### config.mk
export PLATFORM = sky130hd
export DESIGN_NAME = fetch_sequencer
export DESIGN_NICKNAME = d
export VERILOG_FILES = /design/src/rtl/fetch_sequencer.sv
export SDC_FILE = /design/constraint.sdc
export NUM_CORES = 1
export LEC_CHECK = 0
export CORE_ASPECT_RATIO = 0.5
export CORE_UTILIZATION = 58
export DETAILED_ROUTE_END_ITERATION = 10
export PLACE_DENSITY = 0.95
export SYNTH_ARGS = -nofsm -noshare
export SYNTH_HDL_FRONTEND = slang
export SYNTH_SLANG_ARGS = --single-unit
### constraint.sdc
create_clock -name clk -period 7.26 [get_ports clk]
set_clock_uncertainty 0.2 [all_clocks]
set_input_delay 1.452 -clock clk [delete_from_list [all_inputs] [get_ports clk]]
set_output_delay 1.452 -clock clk [all_outputs]
set_load 0.005 [all_outputs]
### src/rtl/fetch_sequencer.sv
`default_nettype none
// ============================================================================
// Module   : fetch_sequencer
// Brief    : TB4004 instruction fetch front end. Runs the 8-phase cycle
//            counter, owns the PC and circular return stack, latches
//            opr/opa and second words, and resolves jumps, calls, returns
//            and FIN indirect fetches.
// Revision : 1.0 - initial release
// ============================================================================
module fetch_sequencer #(
    parameter int STACK_DEPTH = 3
) (
    input  logic        clk,
    input  logic        rstN,
    input  logic        stepEn,
    input  logic [7:0]  romData,
    input  logic [7:0]  pairData,
    input  logic        ccIn,
    input  logic        regZeroIn,
    output logic [11:0] romAddr,
    output logic [11:0] pc,
    output logic [2:0]  cycle,
    output logic [3:0]  opr,
    output logic [3:0]  opa,
    output logic [7:0]  operand,
    output logic        secondWord
);

    localparam int               c_SP_W     = (STACK_DEPTH > 1) ? $clog2(STACK_DEPTH) : 1;
    localparam logic [c_SP_W-1:0] c_SP_LAST = c_SP_W'(STACK_DEPTH - 1);
    localparam logic [2:0]       c_PHASE_M1 = 3'd3;
    localparam logic [2:0]       c_PHASE_X3 = 3'd7;
    localparam logic [3:0]       c_OP_JCN   = 4'h1;
    localparam logic [3:0]       c_OP_FIM   = 4'h2;
    localparam logic [3:0]       c_OP_FIN   = 4'h3;  // shared with JIN, split by opa[0]
    localparam logic [3:0]       c_OP_JUN   = 4'h4;
    localparam logic [3:0]       c_OP_JMS   = 4'h5;
    localparam logic [3:0]       c_OP_ISZ   = 4'h7;
    localparam logic [3:0]       c_OP_BBL   = 4'hC;

    logic [2:0]        r_cycle;
    logic [11:0]       r_pc;
    logic [3:0]        r_opr;
    logic [3:0]        r_opa;
    logic [7:0]        r_operand;
    logic              r_secondWord;
    logic [c_SP_W-1:0] r_sp;
    logic [11:0]       r_stack [STACK_DEPTH];

    logic [11:0]       w_pcInc;
    logic              w_isFin;
    logic              w_isJin;
    logic              w_isTwoCycle;
    logic [c_SP_W-1:0] w_spInc;
    logic [c_SP_W-1:0] w_spDec;
    logic [11:0]       w_nextPc;
    logic              w_nextSecond;
    logic              w_push;
    logic              w_pop;

    assign w_pcInc = r_pc + 12'd1;
    assign w_isFin = (r_opr == c_OP_FIN) && !r_opa[0];
    assign w_isJin = (r_opr == c_OP_FIN) &&  r_opa[0];
    assign w_spInc = (r_sp == c_SP_LAST) ? '0 : r_sp + c_SP_W'(1);
    assign w_spDec = (r_sp == '0) ? c_SP_LAST : r_sp - c_SP_W'(1);

    // Two-word instructions as seen by the latched opcode
    always_comb begin
        w_isTwoCycle = 1'b0;
        case (r_opr)
            c_OP_JCN, c_OP_JUN, c_OP_JMS, c_OP_ISZ: w_isTwoCycle = 1'b1;
            c_OP_FIM, c_OP_FIN:                     w_isTwoCycle = !r_opa[0];
            default:                                w_isTwoCycle = 1'b0;
        endcase
    end

    // End-of-instruction-cycle PC and stack decisions, applied on the X3 edge
    always_comb begin
        w_nextPc     = w_pcInc;
        w_nextSecond = 1'b0;
        w_push       = 1'b0;
        w_pop        = 1'b0;
        if (!r_secondWord) begin
            if (w_isTwoCycle) begin
                w_nextSecond = 1'b1;
            end else if (w_isJin) begin
                w_nextPc = {w_pcInc[11:8], pairData};
            end else if (r_opr == c_OP_BBL) begin
                w_nextPc = r_stack[w_spDec];
                w_pop    = 1'b1;
            end
        end else begin
            // pc addresses the second word here, so the jump page is that of pc+1
            case (r_opr)
                c_OP_JUN: w_nextPc = {r_opa, r_operand};
                c_OP_JMS: begin
                    w_nextPc = {r_opa, r_operand};
                    w_push   = 1'b1;
                end
                c_OP_JCN: if (ccIn)       w_nextPc = {w_pcInc[11:8], r_operand};
                c_OP_ISZ: if (!regZeroIn) w_nextPc = {w_pcInc[11:8], r_operand};
                c_OP_FIN: w_nextPc = r_pc;
                default:  w_nextPc = w_pcInc;
            endcase
        end
    end

    // Core sequencing registers: phase counter, instruction latches, PC
    always_ff @(posedge clk or negedge rstN) begin
        if (!rstN) begin
            r_cycle      <= 3'd0;
            r_pc         <= 12'd0;
            r_opr        <= 4'd0;
            r_opa        <= 4'd0;
            r_operand    <= 8'd0;
            r_secondWord <= 1'b0;
            r_sp         <= '0;
        end else if (stepEn) begin
            r_cycle <= r_cycle + 3'd1;
            if (r_cycle == c_PHASE_M1) begin
                if (!r_secondWord) begin
                    r_opr <= romData[7:4];
                    r_opa <= romData[3:0];
                end else begin
                    r_operand <= romData;
                end
            end
            if (r_cycle == c_PHASE_X3) begin
                r_secondWord <= w_nextSecond;
                r_pc         <= w_nextPc;
                if (w_push) begin
                    r_sp <= w_spInc;
                end else if (w_pop) begin
                    r_sp <= w_spDec;
                end
            end
        end
    end

    // Return stack storage; overflow silently overwrites the oldest entry
    always_ff @(posedge clk or negedge rstN) begin
        if (!rstN) begin
            for (int i = 0; i < STACK_DEPTH; i++) begin
                r_stack[i] <= 12'd0;
            end
        end else if (stepEn && (r_cycle == c_PHASE_X3) && w_push) begin
            r_stack[r_sp] <= w_pcInc;
        end
    end

    // FIN redirects the second-cycle fetch to the register-pair address
    assign romAddr    = (r_secondWord && w_isFin) ? {r_pc[11:8], pairData} : r_pc;
    assign pc         = r_pc;
    assign cycle      = r_cycle;
    assign opr        = r_opr;
    assign opa        = r_opa;
    assign operand    = r_operand;
    assign secondWord = r_secondWord;

endmodule
`default_nettype wire

**Run 1: met3 routing**

Bar = 20 um.
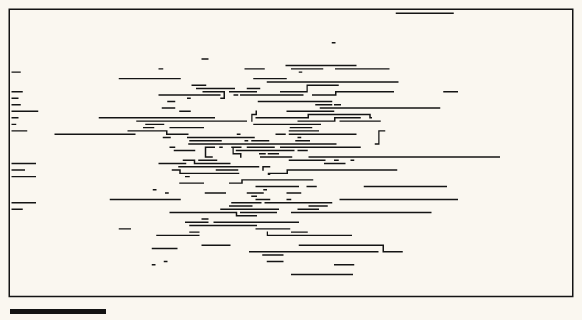
nets with wire on the layer: 92
share of all routed wire: 10%
number of vias in the routed layout: 3475
global routing usage on met3: 8.90%

**Run 1: cell area per tile**

12 x 6 tiles, from white (low) to dark blue (high), 0 to 100% covered.
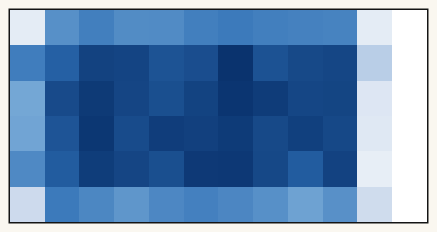
tiles over 75% full: 50%
mean over tiles: 67%
densest ninth of the die: middle
fullest tile: 99%
nearly empty tiles: 8.3%
end-of-flow core utilization: 76.5%
Floorplan Core Area: 0.00623 mm2
Floorplan Utilization: 61.6%

==> results.yml, run 1 <==
# flow metrics
outcome:
  outcome: "completed"
routing:
  detail_route.wirelength_um: 10800
  drc: 0
  route.detailed.vias_per_inst: 6.58
  wl_per_cell_um: 20.5
  drtAntennaViolNets: 0
  count_of_tritonroute_iterations_in_the_first_routing_pass: 6
place:
  number_of_port_buffers: 64
  place_congestion: 0.943
  detailedPlacementHpwl_um: 6920
  cell_count_post_placement: 512
grt:
  grt_busiest_layer: "met2"
  grt_start_max_net_pins: 71
  global_route_usage_over_all_layers_pct: 34.1
  overflow: 0
  grt_pass1_wl_um: 17200
  globalRouteMet1Util_pct: 46.2
  gr-usage-met2_pct: 53.2
  first_global_vias: 3218
  antenna_found_initial: 0
layout:
  number_of_standard_cells_in_the_final_layout_excluding_fillers: 528
  areaGrowthSynthToFinish_pct: 24.3
  antenna_cells: 0
  drive_gt1_share_pct: 13.4
  fillers: 355
  num-nets-final: 466
cts:
  tritoncts.num_buffers: 9
  root_buffer: "clkbuf_16"
  cts.repair.resized: 0
  holdBufCountCts: 0
  insertion_delay_late_pin_ps: 330
  clock_tree.buffer_depth: 2
  clkSlewWorstSetupHoldPaths_ps: 50
  cts_post_setup_buffers_inserted: 0
  tritoncts: "yes"
  clock-sinks: 70
  cts.htree.levels: 3
floorplan:
  chipWidth_um: 117
  chipArea_mm2: 0.00697
  fp.dieH_um: 59.5
  num_io_pins: 65
setup_path:
  cp_slowest_cell: "clkdlybuf4s50_1"
  max_fanout_on_critical_path: 2
  crit_path_start_kind: "primary input"
  cell_chain_critical_path: "clkdlybuf4s50_1 -> mux2_2 -> clkdlybuf4s50_1"
  critical_path_max_stage_delay_ps: 450
  worstSetupPathType: "in2out"
  worst_ep_arrival_time_ps: 2620
  timing.critical_path.max_delay_family: "buffers and inverters"
  worst_setup_path_end_kind: "output pin"
  worstPathBufferInverterCount: 2
  worst_ep_required_time_ps: 5610
  critPathMostFrequentCell: "clkdlybuf4s50_1"
sta:
  timing.fmax_ghz: 0.234
  rsz0062_at_grt: "no"
  worst-slew-pin-transition_ps: 954
  hold_violations: 0
  finalClockPeriodUsage_pct: 58.9
  period_needed_ps: 4270
  drv_slew: 0
  relSlewSlack_pct: 36.4
  tns_ps: 0
  final-setup-viol-count: 0
synth:
  ys.warnings.count: 0
  syn_inst: 385
  seq_area_frac_synth_pct: 45.6
  leading_post_synthesis_cells_by_cell_area: "dfrtp_1, mux2_2, o21ai_0"
  top_cell: "dfrtp_1"
  number_of_enable_type_register_cells_in_the_synthesized_netlist: 0
  synthDominantAreaCellType: "dfrtp_1"
  synth_area_per_cell_um2: 9.97
  synthDistinctLibCells: 51
  yosys.stat.chipArea_mm2: 0.00384
  dominantRegCellSynth: "dfrtp_1"
  async_flop_share_pct: 100
  yosys_register_bits: 70
  mappedNetlistNets: 416
  ys_cells: 385
  netlist_area_mm2: 0.00384
  yosys.area.top_type_share_pct: 45.6
hold_path:
  hold_path_class: "reg2reg"
pwr:
  power_density_mw_per_mm2: 395
  total_leakage_power_nw: 2.02
  total_power_mw: 1.89
  irDropWorstVdd_mv: 0.259
**Run 1: placement by cell class**

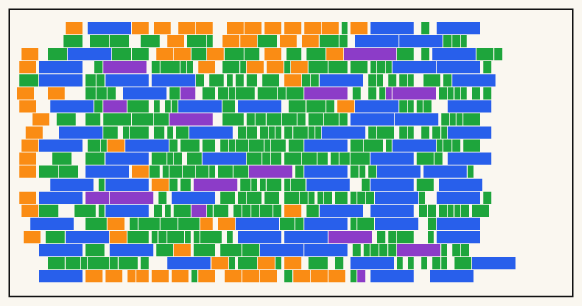
| colour | class | cells | share of their area |
|---|---|---|---|
| orange | other buffers and delay cells | 66 | 14% |
| purple | clock drivers and dummy loads | 16 | 6.6% |
| blue | flops | 70 | 38% |
| green | all other logic | 288 | 42% |
post-route standard cell area excluding fillers: 0.00477 mm2
sequential cell area share: 36.7%
placement row count: 20

## run 1: stage by stage
step | hold slack [ps] | instance area, um2 | setup slack, ps
after global routing | 305 | 4770 | 2960
after CTS | 282 | 4770 | 3000
final | 275 | 4770 | 2990
after global placement | 262 | 4460 | 3040
after detailed placement | 270 | 4460 | 3010
after floorplan | 249 | 3840 | 3900
## run 1: cell type report
| cell class | count | area (um2) | area share, % |
|---|---|---|---|
| multi-input combinational | 276 | 1900 | 39.9 |
| timing repair buffer | 66 | 651 | 13.6 |
| inverter | 12 | 45.0 | 0.944 |
| clock buffer | 12 | 256 | 5.38 |
| tap | 88 | 110 | 2.31 |
| clock inverter | 4 | 52.6 | 1.10 |
| sequential | 70 | 1750 | 36.7 |
## run 1: worst register-to-register path, stage by stage, from the launching register on
cell	delay, ps
dfrtp_1	400
inv_1	170
ha_1	820
o21ai_0	380
a221oi_1	370
o21ai_0	150
o221a_2	150
## run 1: flip-flops by register name (all words and copies together) (netlist names)
register	flops
opa	4
secondWord	1
opr	4
r_sp	2
pc	12
r_stack	36
cycle	3
operand	8
## run 1: metal layers
layer	up-vias	part of all wire (%)
met5	-	0
met4	0	3.5
met3	53	10
met2	247	46
met1	1689	41
li1	1486	-
## run 1: logic make-up (layout without fill, tap and decap cells)
group	count (synthesis)	in the layout	share of synthesized area, %
AOI/OAI and AO/OA	103	103	16.6
xor gates and xnor gates	13	13	2.97
adders and majority gates	10	10	3.26
buffers and inverters	39	94	4.76
DFF	70	70	45.6
muxes	50	50	14.0
and+or+nand+nor	100	100	12.8
## run 1: power breakdown
part	switching (mW)	internal, mW	total (mW)
combinational	0.395	0.416	0.810
sequential	0.152	0.474	0.625
clock	0.164	0.286	0.451
total	0.710	1.18	1.89
## run 1: cells in the final DEF (no fill, tap or decap), drive strengths merged, types with 2 or more instances in the layout
| master | instances |
|---|---|
| o21ai | 60 |
| a32oi | 3 |
| o31ai | 4 |
| clkbuf | 12 |
| nand2b | 3 |
| nand2 | 51 |
| buf | 3 |
| o221a | 4 |
| and4bb | 2 |
| a221o | 3 |
| a31oi | 4 |
| dfrtp | 70 |
| xnor2 | 10 |
| nand3b | 2 |
| nand3 | 16 |
| ha | 10 |
| mux2i | 21 |
| nor3b | 2 |
| nor4 | 2 |
| nor2 | 9 |
| inv | 14 |
| a311oi | 2 |
| a221oi | 5 |
| nor2b | 2 |
| or2 | 2 |
| nor3 | 4 |
| xor2 | 3 |
| a21oi | 8 |
| mux2 | 29 |
| clkdlybuf4s50 | 63 |
## run 1: worst paths after layout
path	slack, ps	start	depth (start not counted)	to
max	2990	pairData[5]	3	romAddr[5]
min	280	r_stack[6]$_DFFE_PN0P_	2	r_stack[6]$_DFFE_PN0P_
max reg2reg	4520	r_sp[0]$_DFFE_PN0P_	6	pc[5]$_DFFE_PN0P_
min reg2reg	280	r_stack[6]$_DFFE_PN0P_	2	r_stack[6]$_DFFE_PN0P_
max in group asynchronous	5180	rstN	2	pc[7]$_DFFE_PN0P_
min in group asynchronous	1130	rstN	2	operand[7]$_DFFE_PN0P_
## Run 2: what changed since run 1
Settings changed: CORE_UTILIZATION 58 to 48, PLACE_DENSITY 0.95 to 0.87.
Clock period 7.26 ns to 3.6 ns, I/O delays scaled along.
**Run 2: placement by cell class**

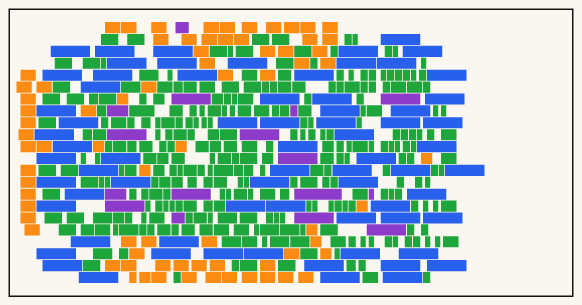
| colour | class | cells | share of their area |
|---|---|---|---|
| purple | clock drivers and dummy loads | 16 | 6.5% |
| green | all other logic | 288 | 41% |
| blue | flops | 70 | 37% |
| orange | other buffers and delay cells | 74 | 15% |
end-of-flow core utilization: 64.4%
post-route standard cell area excluding fillers: 0.00485 mm2

==> run 2 against run 1 <==
Effect of this change:
- sequential share of layout area decreased by 0.64 points
- global-route usage decreased by 8.8 points
- setup slack got worse by 2800 ps
==> results.yml, run 2 <==
# flow metrics
cts:
  tritoncts: "yes"
  cts.repair.resized: 0
  cts_post_setup_buffers_inserted: 0
  root_buffer: "clkbuf_16"
  clock_tree.buffer_depth: 2
  tritoncts.num_buffers: 9
  holdBufCountCts: 0
synth:
  ys.warnings.count: 0
  mappedNetlistNets: 416
  synth_area_per_cell_um2: 9.97
  number_of_enable_type_register_cells_in_the_synthesized_netlist: 0
  async_flop_share_pct: 100
  seq_area_frac_synth_pct: 45.6
  syn_inst: 385
  netlist_area_mm2: 0.00384
  leading_post_synthesis_cells_by_cell_area: "dfrtp_1, mux2_2, o21ai_0"
  top_cell: "dfrtp_1"
  synthDistinctLibCells: 51
  synthDominantAreaCellType: "dfrtp_1"
  yosys.stat.chipArea_mm2: 0.00384
outcome:
  outcome: "completed"
grt:
  first_global_vias: 3099
  grt_start_max_net_pins: 71
  grt_pass1_wl_um: 16200
  antenna_found_initial: 0
  global_route_usage_over_all_layers_pct: 25.3
routing:
  drc: 0
  detail_route.wirelength_um: 9640
  wl_per_cell_um: 17.3
  count_of_tritonroute_iterations_in_the_first_routing_pass: 5
  route.vias.total: 3276
  drtAntennaViolNets: 0
  route.detailed.vias_per_inst: 5.89
layout:
  fillers: 580
  antenna_cells: 0
  areaGrowthSynthToFinish_pct: 26.5
  registers.top_by_ff_count: "r_stack"
  comb_area_mm2: 0.00190
  drive_gt1_share_pct: 15.0
  max_reg_flops: 36
sta:
  relSlewSlack_pct: 42.7
  worst-slew-pin-transition_ps: 860
  final-setup-viol-count: 0
  drv_slew: 0
  timing.fmax_ghz: 0.297
  rsz0062_at_grt: "no"
  tns_ps: 0
  period_needed_ps: 3370
place:
  preCtsSetupSlack_ps: 594
  detailedPlacementHpwl_um: 6690
  place_congestion: 0.875
  number_of_port_buffers: 64
setup_path:
  path_depth: 4
  max_fanout_on_critical_path: 10
  worst_setup_path_end_kind: "output pin"
  cell_chain_critical_path: "and4bb_4 -> nand3b_1 -> mux2_2 -> clkdlybuf4s50_1"
  critical_path_max_stage_delay_ps: 470
  worst_ep_required_time_ps: 2680
  worst_ep_arrival_time_ps: 2450
  cp_slowest_cell: "dfrtp_1"
  rr_startpoint: "pc[0]$_DFFE_PN0P_"
  crit_path_start_kind: "flop"
  ff2ff_path_depth: 6
pwr:
  swShare_pct: 36.5
  total_power_mw: 3.77
  irDropWorstVdd_mv: 0.472
  total_leakage_power_nw: 2.06
floorplan:
  core.rowCount: 22
  core_area_mm2: 0.00754
  chipWidth_um: 128
  num_io_pins: 65
  floorplan_utilization_pct: 50.9
  chipArea_mm2: 0.00838
hold_path:
  hold_path_class: "reg2reg"
**Run 2: sequential cells coloured by netlist name**

Bar = 50 um. Other sequential cells in the stronger grey, the rest of the logic in the fainter grey.
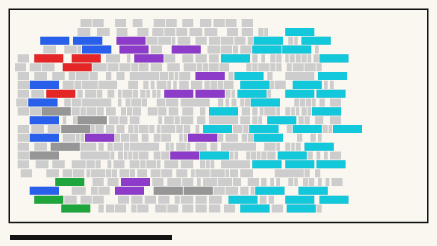
| colour | signal | flops |
|---|---|---|
| green | `cycle` | 3 |
| purple | `pc` | 12 |
| red | `opr` | 4 |
| cyan | `r_stack` | 36 |
| blue | `operand` | 8 |
sequential cell area in the final layout: 0.00175 mm2
Seq group: 1.21 mW

==> run 2: power by group through the flow <==
stage | clock [mW] | combinational (mW) | sequential (mW)
floorplan | 0 | 0.969 | 1.14
detailed placement | 0 | 1.61 | 1.21
global route | 0.965 | 1.78 | 1.23
CTS | 0.919 | 1.63 | 1.20
global placement | 0 | 1.58 | 1.20
finish | 0.917 | 1.65 | 1.21
==> run 2: path summary, 6_finish.rpt <==
| check | to | slack, ps |
|---|---|---|
| worst min-delay path | r_stack[8]$_DFFE_PN0P_ | 280 |
| max in group asynchronous | r_stack[34]$_DFFE_PN0P_ | 2260 |
| min in group asynchronous | cycle[2]$_DFFE_PN0P_ | 390 |
| worst max register to register | pc[10]$_DFFE_PN0P_ | 1020 |
| worst min register to register | r_stack[8]$_DFFE_PN0P_ | 280 |
| worst max-delay path | romAddr[0] | 230 |
==> run 2: worst reg2reg max path, cell delays in order (launching register included) <==
cell and delay (ps):
dfrtp_1 560, ha_1 300, nand3_1 270, nor4_1 430
xnor2_1 310, o21ai_0 170, a31o_2 240
==> run 2: layout make-up <==
cell class / count / share of cell area [%]
inverter: 12 / 0.928
sequential: 70 / 36.1
timing repair buffer: 74 / 14.6
clock inverter: 4 / 1.08
multi-input combinational: 276 / 39.2
clock buffer: 12 / 5.28
tap: 108 / 2.78
==> run 2: metal layers <==
metal	GRT usage, %	routed length (um)
met5	0	0
met1	35.5	4320
met2	38.6	4380
met3	7.17	805
met4	6.32	129
==> run 2: per-stage QoR <==
step                      cell area, um2  std cells  hold WS, ps
final                               4850        556          282
after global routing                4850        556          313
after CTS                           4850        556          283
after detailed placement            4550        540          270
after global placement              4550        540          261
after floorplan                     3840        385          224
==> run 2: kinds of logic (layout without fill, tap and decap cells) <==
group | count (synthesis) | count (layout) | share of synthesized area [%]
compound gates | 103 | 103 | 16.6
xor+xnor | 13 | 13 | 2.97
fa+ha+maj | 10 | 10 | 3.26
buf+inv | 39 | 102 | 4.76
flops | 70 | 70 | 45.6
mux | 50 | 50 | 14.0
simple gates | 100 | 100 | 12.8
Power figures rest on the tool's default switching activity, not on a simulated workload.
